Fig. 1: metal 2
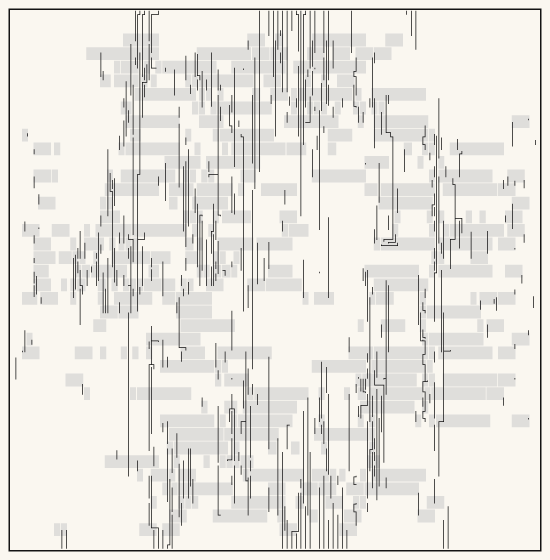
Fig. 2: port wiring
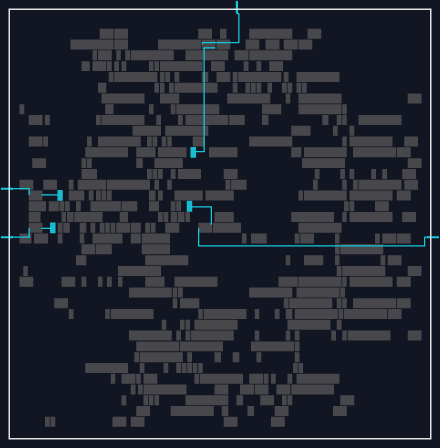
--- src/rtl/gated_latch_bank_if.sv ---
// gated_latch_bank_if: control, data and status bundle for gated_latch_bank.
interface gated_latch_bank_if #(
    parameter int WIDTH    = 8,
    parameter int CHANNELS = 4
);
    logic                      CE;
    logic [CHANNELS-1:0]       G;
    logic [CHANNELS-1:0]       CLEAR;
    logic [CHANNELS*WIDTH-1:0] D;
    logic [CHANNELS*WIDTH-1:0] Q;
    logic [CHANNELS-1:0]       QV;
    logic [CHANNELS-1:0]       UPD;
    modport master (output CE, G, CLEAR, D, input Q, QV, UPD);
    modport slave (input CE, G, CLEAR, D, output Q, QV, UPD);
endinterface

--- src/rtl/gated_latch_bank.sv ---
// gated_latch_bank: per-channel gated hold registers with clear and a DEPTH-stage output pipeline.
// Define GATED_LATCH_BANK_UPD_EN to generate the registered per-channel change pulse on UPD.
module gated_latch_bank #(
    parameter int               WIDTH     = 8,
    parameter int               CHANNELS  = 4,
    parameter int               DEPTH     = 2,
    parameter logic [WIDTH-1:0] INIT      = '0,
    parameter logic [WIDTH-1:0] CLEAR_VAL = '0,
    parameter bit               GATE_POL  = 1'b0
) (
    input logic               CLK,
    input logic               RESETN,
    gated_latch_bank_if.slave bus
);
    if (DEPTH < 1) begin : g_bad_depth
        $error("gated_latch_bank: DEPTH must be at least 1");
    end
    for (genvar c = 0; c < CHANNELS; c++) begin : g_ch
        logic [WIDTH-1:0] stg [DEPTH];
        logic [DEPTH-1:0] vld;
        logic [WIDTH-1:0] h_nxt;
        logic             v_nxt;
        always_comb begin
            h_nxt = bus.CLEAR[c] ? CLEAR_VAL : (bus.G[c] == GATE_POL) ? bus.D[c*WIDTH +: WIDTH] : stg[0];
            v_nxt = bus.CLEAR[c] ? 1'b0 : (bus.G[c] == GATE_POL) ? 1'b1 : vld[0];
        end
        always_ff @(posedge CLK) begin
            if (!RESETN) begin
                for (int k = 0; k < DEPTH; k++) stg[k] <= INIT;
                vld <= '0;
            end else if (bus.CE) begin
                stg[0] <= h_nxt;
                vld[0] <= v_nxt;
                for (int k = 1; k < DEPTH; k++) begin
                    stg[k] <= stg[k-1];
                    vld[k] <= vld[k-1];
                end
            end
        end
        assign bus.Q[c*WIDTH +: WIDTH] = stg[DEPTH-1];
        assign bus.QV[c]               = vld[DEPTH-1];
`ifdef GATED_LATCH_BANK_UPD_EN
        // Compare the value Q is about to take against its current value.
        logic [WIDTH-1:0] q_nxt;
        logic             upd;
        if (DEPTH == 1) begin : g_d1
            assign q_nxt = h_nxt;
        end else begin : g_dn
            assign q_nxt = stg[DEPTH-2];
        end
        always_ff @(posedge CLK) begin
            if (!RESETN) upd <= 1'b0;
            else if (bus.CE) upd <= q_nxt != stg[DEPTH-1];
        end
        assign bus.UPD[c] = upd;
`else
        assign bus.UPD[c] = 1'b0;
`endif
    end
endmodule
--- src/flat_wrapper.sv ---
// flat-port wrapper written by rule: the top's interface ports become plain ports
module gated_latch_bank_flat 
#(
    parameter int               WIDTH     = 8,
    parameter int               CHANNELS  = 4,
    parameter int               DEPTH     = 2,
    parameter logic [WIDTH-1:0] INIT      = '0,
    parameter logic [WIDTH-1:0] CLEAR_VAL = '0,
    parameter bit               GATE_POL  = 1'b0
)
  (CLK, RESETN, bus_CE, bus_G, bus_CLEAR, bus_D, bus_Q, bus_QV, bus_UPD);
  gated_latch_bank_if #(.WIDTH(WIDTH), .CHANNELS(CHANNELS)) bus_i ();
  input logic CLK;
  input logic RESETN;
  input wire logic [$bits(bus_i.CE)-1:0] bus_CE;
  input wire logic [$bits(bus_i.G)-1:0] bus_G;
  input wire logic [$bits(bus_i.CLEAR)-1:0] bus_CLEAR;
  input wire logic [$bits(bus_i.D)-1:0] bus_D;
  output wire logic [$bits(bus_i.Q)-1:0] bus_Q;
  output wire logic [$bits(bus_i.QV)-1:0] bus_QV;
  output wire logic [$bits(bus_i.UPD)-1:0] bus_UPD;
  assign bus_i.CE = bus_CE;
  assign bus_i.G = bus_G;
  assign bus_i.CLEAR = bus_CLEAR;
  assign bus_i.D = bus_D;
  assign bus_Q = bus_i.Q;
  assign bus_QV = bus_i.QV;
  assign bus_UPD = bus_i.UPD;
  gated_latch_bank #(.WIDTH(WIDTH), .CHANNELS(CHANNELS), .DEPTH(DEPTH), .INIT(INIT), .CLEAR_VAL(CLEAR_VAL), .GATE_POL(GATE_POL)) u_core (.CLK(CLK), .RESETN(RESETN), .bus(bus_i));
endmodule
--- config.mk ---
export PLATFORM = sky130hd
export DESIGN_NAME = gated_latch_bank_flat
export DESIGN_NICKNAME = d
export VERILOG_FILES = /design/src/rtl/gated_latch_bank_if.sv /design/src/rtl/gated_latch_bank.sv /design/src/flat_wrapper.sv
export SDC_FILE = /design/constraint.sdc
export NUM_CORES = 1
export LEC_CHECK = 0
export ABC_AREA = 1
export CAP_MARGIN = 20
export CORE_AREA = 2 2 104 106
export DETAILED_ROUTE_END_ITERATION = 7
export DIE_AREA = 0 0 106 108
export PLACE_DENSITY = 0.57
export SETUP_SLACK_MARGIN = 0.5
export SLEW_MARGIN = 20
export SYNTH_ARGS = -nofsm -noshare
export SYNTH_HDL_FRONTEND = slang
export SYNTH_SLANG_ARGS = --single-unit
export TNS_END_PERCENT = 30
--- constraint.sdc ---
create_clock -name CLK -period 1.8 [get_ports CLK]
set_input_delay 0.36 -clock CLK [delete_from_list [all_inputs] [get_ports CLK]]
set_output_delay 0.36 -clock CLK [all_outputs]
set_load 0.005 [all_outputs]
==> ds_physical_params.txt <==
Table: implementation figures

Parameter                              Value

Synthesis
  Most used standard cells in the synthesized netlist    sky130_fd_sc_hd__inv_1, sky130_fd_sc_hd__edfxtp_1, sky130_fd_sc_hd__nor2_1
  Post-synthesis share of cell area spent on xor and xnor gates    0%
  Fraction of synthesized area in multiplexers    0%
  Area of the mapped netlist    between 3000 and 4000 sq um
  YS chip area    approximately 3200 sq um
  Yosys warns    0
  Synth top area cells    sky130_fd_sc_hd__edfxtp_1, sky130_fd_sc_hd__buf_4, sky130_fd_sc_hd__inv_1
  Distinct cell type count of the synthesized netlist    14
  Library cell with the largest summed area after synthesis    sky130_fd_sc_hd__edfxtp_1
  Area share of and/or/nand/nor cells after synthesis    13.4%
  Number of cells in the yosys synthesis report    299
  Fraction of the yosys area taken by sequential cells    between 60% and 70%
  Share of flip-flops with an asynchronous set or reset    0%
  Post-synthesis instance total    299

Layout
  #MultiIn Comb    between 100 and 150
  Layout overhead on the synthesized area    28.8%
  Flop share of the area    50.6%
  Inserted Diodes    0
  Non-clock buffer share    approximately a fifth
  Share of final-layout standard cells stronger than drive strength 1    a little over an eighth
  Storage cell area    between 2000 and 2500 sq um
  Dominant class by area    registers
  Clock buffer and inverter area fraction after layout    under 10%
  Max reg flops    between 60 and 70
  Non-clk bufs    87
  Number of inserted filler cells in the final layout    approximately 1000
  Commonest Layout Cell    sky130_fd_sc_hd__inv_1

CTS
  Clock latency on the worst-skew pair    about 0.33 ns
  Buffers inserted during post-CTS setup optimization    0
  Clock Tree Root    sky130_fd_sc_hd__clkbuf_8
  Clock-pin transition on the worst setup and hold timing paths    roughly 0.070 ns
  Post-CTS resize count    about 90
  Quantity of hold-fixing buffers added after cts    0

Worst setup path
  CP required    1.44 ns
  Setup crit end    bus_QV[0]
  Series of cell instances along the critical path    dlygate4sd2_1
  Depth of the worst register-to-register path    2
  Setup crit start    u_core.g_ch[0].vld[1]
  Sort of element at the end of the critical path    primary output
  Kind of start point of the critical path    flop
  Reg2Reg Capture Point    u_core.g_ch[0].stg[0][8]
  Cell type group with the largest total delay on the critical path    flip-flops
  Reg2reg setup slack    between 1 and 1.5 ns
  Number of buffers and inverters on the critical path    1
  Stage delay of the slowest cell on the critical path    about 0.34 ns
  CP Depth    1
  Slowest cell on crit path    sky130_fd_sc_hd__dfxtp_1
  Worst setup path category    reg -> out
  Maximum net fanout on the critical path    2

Floorplan
  Boundary pin count    a little over 80
  Vertical die dimension    between 100 and 150 um
  Standard-cell row count    37
  Initial core utilization    31.3%
  DIE WIDTH    around 110 um
  Area of the placeable core    10200 sq um

STA
  Post-Route Setup TNS    0 ns
  Count of final hold-check violations    0
  Final Setup Violations    0
  Layout Skew    roughly 0.0067 ns
  Worst slack on hold paths    between 0.4 and 0.5 ns
  Min setup slack post-route    between 0.5 and 0.6 ns
  Final Critical Period    around 1.3 ns
  Max-slew violation count    0
  Final clock period utilization by the worst path    approximately 71%

Power and ir drop
  Group drawing the most power    registers
  Leak Pwr    1.88 nW
  Combinational power    between 300 and 400 uW
  Sequential power    roughly 2.0 mW

GRT
  GR Util met3    under 10%
  Met2 Track Usage GR    between 10% and 20%
  Antenna violations before repair    0
  Global-route total usage across every layer    slightly below 10%
  Global-route wire length before repair    about 8.2 mm
  Via count of the first global-routing pass    around 1800
  Largest net degree at the start of global routing    33
  Global-route track usage on met1    between 10 and 15%

Route
  Remaining number of nets flagged by the antenna check after routing    0
  WL/cell    10.7 um
  Highest Signal Layer    met4
  Total detailed-routing wirelength    roughly 5.3 mm
  Vias per Instance    approximately 3.7
  First-pass iteration count of the detailed router    4
  1st-iter DRT viols    approximately 70
  Residual DRC    0

Run status
  Status    completed

Place
  Placed Instances    ~480
  Final weighted congestion of routability-driven global placement    around 0.7
  IO Port Bufs    just under 80

Job
  Number of OpenROAD warnings    29

Worst hold path
  Worst-case hold path end point    u_core.g_ch[3].vld[0]
  Hold/Removal Path Class    in -> reg
Back to the opening pictures, Fig. 1:
wire length on this layer = 2610 um
nets with wire on the layer = 300

Back to the opening pictures, Fig. 2:
cyan -> `bus_G`  # bits 4, direction input, edge 2 left, 1 top, 1 right, end cells 4, buffers 4, wire 144 um

Power and IR drop assume default switching activity.
